### src/rtl/nn_pkg.sv
// Shared parameter defaults and the argmax FSM state type for the NN output stage.
package nn_pkg;

  localparam int DEFAULT_DATA_WIDTH  = 16;
  localparam int DEFAULT_NUM_CLASSES = 10;

  typedef enum logic [1:0] {
    IDLE    = 2'd0,
    COLLECT = 2'd1,
    HOLD    = 2'd2
  } argmax_state_t;

endpackage

### src/rtl/argmax_cmp.sv
// Signed strict-greater compare and select between the running maximum and a candidate score.
module argmax_cmp #(
  parameter int DATA_WIDTH = 16,
  parameter int IDX_W      = 4
) (
  input  logic signed [DATA_WIDTH-1:0] cur_max,
  input  logic        [IDX_W-1:0]      cur_idx,
  input  logic signed [DATA_WIDTH-1:0] cand_val,
  input  logic        [IDX_W-1:0]      cand_idx,
  output logic signed [DATA_WIDTH-1:0] sel_max,
  output logic        [IDX_W-1:0]      sel_idx
);

  logic take;

  // Strict greater-than keeps the earlier (lower) index on ties.
  assign take    = (cand_val > cur_max);
  assign sel_max = take ? cand_val : cur_max;
  assign sel_idx = take ? cand_idx : cur_idx;

endmodule

### src/rtl/argmax_classifier.sv
// Streams NUM_CLASSES signed scores per frame and holds the index/value of the maximum
// until the consumer accepts it.
module argmax_classifier
  import nn_pkg::*;
#(
  parameter int NUM_CLASSES = DEFAULT_NUM_CLASSES,
  parameter int DATA_WIDTH  = DEFAULT_DATA_WIDTH,
  localparam int IDX_W      = (NUM_CLASSES > 1) ? $clog2(NUM_CLASSES) : 1
) (
  input  logic                         clk,
  input  logic                         rst,
  input  logic                         in_valid,
  input  logic signed [DATA_WIDTH-1:0] in_data,
  input  logic                         in_last,
  output logic                         in_ready,
  output logic                         out_valid,
  input  logic                         out_ready,
  output logic        [IDX_W-1:0]      class_idx,
  output logic signed [DATA_WIDTH-1:0] max_val,
  output logic                         frame_err
);

  localparam int              CNT_W      = $clog2(NUM_CLASSES + 1);
  localparam logic [CNT_W-1:0] FULL_COUNT = CNT_W'(NUM_CLASSES);

  argmax_state_t state, state_next;

  logic        [CNT_W-1:0]      count;
  logic        [CNT_W-1:0]      beats_next;
  logic                         accept;
  logic                         closing;
  logic signed [DATA_WIDTH-1:0] sel_max;
  logic        [IDX_W-1:0]      sel_idx;

  assign in_ready   = (state != HOLD);
  assign out_valid  = (state == HOLD);
  assign accept     = in_valid && in_ready;
  assign beats_next = count + 1'b1;
  // A frame closes on in_last or when the full class count has arrived, whichever comes first.
  assign closing    = in_last || (beats_next == FULL_COUNT);

  argmax_cmp #(
    .DATA_WIDTH (DATA_WIDTH),
    .IDX_W      (IDX_W)
  ) u_cmp (
    .cur_max  (max_val),
    .cur_idx  (class_idx),
    .cand_val (in_data),
    .cand_idx (count[IDX_W-1:0]),
    .sel_max  (sel_max),
    .sel_idx  (sel_idx)
  );

  always_ff @(posedge clk or posedge rst) begin
    if (rst) state <= IDLE;
    else     state <= state_next;
  end

  always_comb begin
    state_next = state;
    case (state)
      IDLE, COLLECT: begin
        if (accept) state_next = closing ? HOLD : COLLECT;
      end
      HOLD: begin
        if (out_ready) state_next = IDLE;
      end
      default: state_next = IDLE;
    endcase
  end

  // The first beat of a frame loads unconditionally so stale results never leak into a new frame.
  always_ff @(posedge clk or posedge rst) begin
    if (rst) begin
      count     <= '0;
      class_idx <= '0;
      max_val   <= '0;
      frame_err <= 1'b0;
    end else if (accept) begin
      count <= beats_next;
      if (state == IDLE) begin
        max_val   <= in_data;
        class_idx <= '0;
      end else begin
        max_val   <= sel_max;
        class_idx <= sel_idx;
      end
      if (closing) frame_err <= !in_last || (beats_next != FULL_COUNT);
    end else if ((state == HOLD) && out_ready) begin
      count     <= '0;
      frame_err <= 1'b0;
    end
  end

endmodule

### config.mk
export PLATFORM = sky130hd
export DESIGN_NAME = argmax_classifier
export DESIGN_NICKNAME = d
export VERILOG_FILES = /design/src/rtl/nn_pkg.sv /design/src/rtl/argmax_cmp.sv /design/src/rtl/argmax_classifier.sv
export SDC_FILE = /design/constraint.sdc
export NUM_CORES = 1
export LEC_CHECK = 0
export ABC_AREA = 1
export CAP_MARGIN = 5
export CORE_ASPECT_RATIO = 0.8
export CORE_MARGIN = 5
export CORE_UTILIZATION = 52
export DETAILED_ROUTE_END_ITERATION = 12
export PLACE_DENSITY = 0.92
export SLEW_MARGIN = 20
export SYNTH_ARGS = -nofsm -noshare
export SYNTH_HDL_FRONTEND = slang
export SYNTH_SLANG_ARGS = --single-unit
### constraint.sdc
create_clock -name clk -period 5.42 [get_ports clk]
set_clock_uncertainty 0.1 [all_clocks]
set_input_delay 1.084 -clock clk [delete_from_list [all_inputs] [get_ports clk]]
set_output_delay 1.084 -clock clk [all_outputs]
set_load 0.01 [all_outputs]
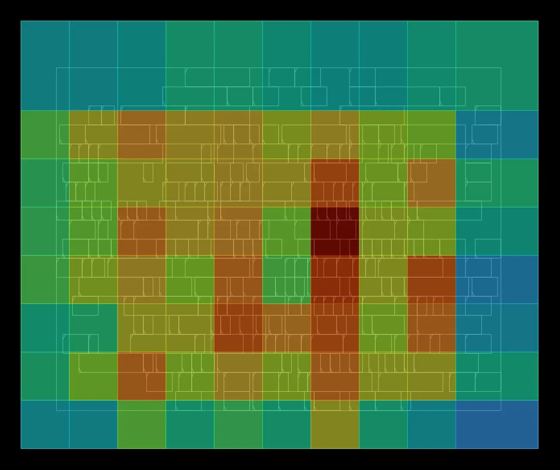
*Congestion heat map*
GRT met1 Usage: 0.2192
DR WL/cell: 12.05 µm
GRT Overall Usage: 0.1783

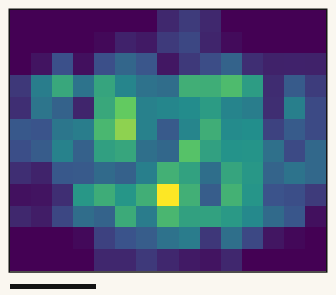
*Wiring heat map*
The bar under the picture is 20 µm long. 15 x 12 tiles, from dark purple (low) to yellow (high), scaled to the fullest tile. Values are wire area over tile area, all layers added.
- fullest tile: 0.46
- densest ninth of the die: center
- nearly empty tiles: 18%
via count: 1454
WL final: 3.604 mm

[routing by layer]
layer	wire length, µm	share of wire	track usage
met2	1742	0.48	0.3295
met4	29	0.0080	0.03618
met3	211	0.059	0.03426
met1	1620	0.45	0.2192
met5	0	0	0
[final timing paths]
kind,from,to,slack [ps],cells after the start
min,class_idx[0]$_DFFE_PP0P_,class_idx[0]$_DFFE_PP0P_,390,2
max reg2reg,max_val[15]$_DFFE_PP0P_,max_val[8]$_DFFE_PP0P_,3030,13
max,in_data[7],max_val[8]$_DFFE_PP0P_,2190,13
max in group asynchronous,rst,max_val[2]$_DFFE_PP0P_,3780,2
min in group asynchronous,rst,max_val[8]$_DFFE_PP0P_,1070,2
min reg2reg,class_idx[0]$_DFFE_PP0P_,class_idx[0]$_DFFE_PP0P_,390,2
[power by group]
part | total [mW] | internal, mW | switching [mW]
clock | 0.118 | 0.0522 | 0.0657
sequential | 0.372 | 0.296 | 0.0757
combinational | 0.633 | 0.293 | 0.340
total | 1.12 | 0.641 | 0.481
[cells by family (layout without fill, tap and decap cells)]
family,after synthesis,after routing,share of synthesized area
buf+inv,44,85,0.1143
simple gates,114,114,0.3031
compound gates,13,13,0.04129
flops,27,27,0.3982
fa+ha+maj,18,18,0.1327
xor+xnor,2,2,0.01033
[final cells by class]
| type | count | share of cell area |
|---|---|---|
| tap | 40 | 0.02301 |
| inverter | 38 | 0.06559 |
| clock buffer | 3 | 0.01899 |
| clock inverter | 1 | 0.003452 |
| sequential | 27 | 0.3107 |
| multi-input combinational | 147 | 0.3803 |
| timing repair buffer | 43 | 0.1979 |
[sequential cells by signal (all words and copies together), names as in the netlist]
register   cells
count          4
state          2
max_val       16
class_idx      4
frame_err      1
==> flow_metrics.env <==
# flow metrics
export IMPL_outcome="finished, final reports clean"
export IMPL_drc_errors=0
export IMPL_comb_area_um2=827.0
export IMPL_mostFrequentLayoutCells="nand2_1 (58), clkdlybuf4s50_1 (43), inv_1 (36), dfrtp_1 (27), nand3_1 (26)"
export IMPL_top_cell="nand2_1"
export IMPL_fp_nets=257
export IMPL_fmaxAchievable_ghz=0.3096
export IMPL_fp_dieW_um=73.86
export IMPL_num_rows=18
export IMPL_grt_pass1_vias=1492
export IMPL_place_ws_ps=1904
export IMPL_syn_area_mm2=0.001697
export IMPL_cts_hold_buffers_added=0
export IMPL_fin_crit_sh=0.5959
export IMPL_cts_sinks=27
export IMPL_layout_cells_non_filler=299
export IMPL_dp_cells=295
export IMPL_p_per_area_mw_per_mm2=516.2
export IMPL_die_y_um=61.09
export IMPL_gp_congestion=0.8761
export IMPL_syn_inst=218
export IMPL_die_area_mm2=0.004512
export IMPL_clkTransAtPathRegs_ps=100
export IMPL_critPathCaptureType="register"
export IMPL_period_minus_slack_ps=3230
export IMPL_drive_above_1_share=0.08108
export IMPL_ant_nets=0
export IMPL_drv_cap=0
export IMPL_worst_slack_ps=2190
export IMPL_io_pins=44
export IMPL_finalMaxSlewViolations=0
export IMPL_p_leak_nw=1.150
export IMPL_tool_warnings=27
export IMPL_edf_count=0
export IMPL_root_buffer="clkbuf_8"
export IMPL_seq_area_um2=675.6
export IMPL_post_cts_buffers=0
export IMPL_placed_cell_area_mm2=0.002126
export IMPL_layout_nets=299
export IMPL_final_area_mm2=0.002175
export IMPL_via_per_inst=4.863
export IMPL_slew_limit_headroom=0.6270
export IMPL_setup_violations_final=0
export IMPL_hold_path_class="register to register"
export IMPL_drtIter0Drc=59
export IMPL_slowest_stage="clkdlybuf4s50_1"
export IMPL_ys_seq_share=0.3982
export IMPL_largest_area_cell="dfrtp_1"
export IMPL_yosys_area_mm2=0.001697
export IMPL_critPathKind="primary input to register"
export IMPL_cp_max_fo=21
export IMPL_layout_top_cell="nand2_1"
export IMPL_rsz0062_at_grt="false"
export IMPL_hpwl_mm=2.755
export IMPL_port_buffers=43
export IMPL_cpPeakStageDelay_ps=450
export IMPL_cts_htree_levels=1
export IMPL_insertion_delay_ps=270
export IMPL_arrival_ps=3300
export IMPL_async_flop_share=1.000
export IMPL_finalSetupTns_ps=0
export IMPL_power_total_mw=1.122
export IMPL_clockBufferDepth=2
export IMPL_ys_cells=218
export IMPL_drt_pre_antenna_iters=4
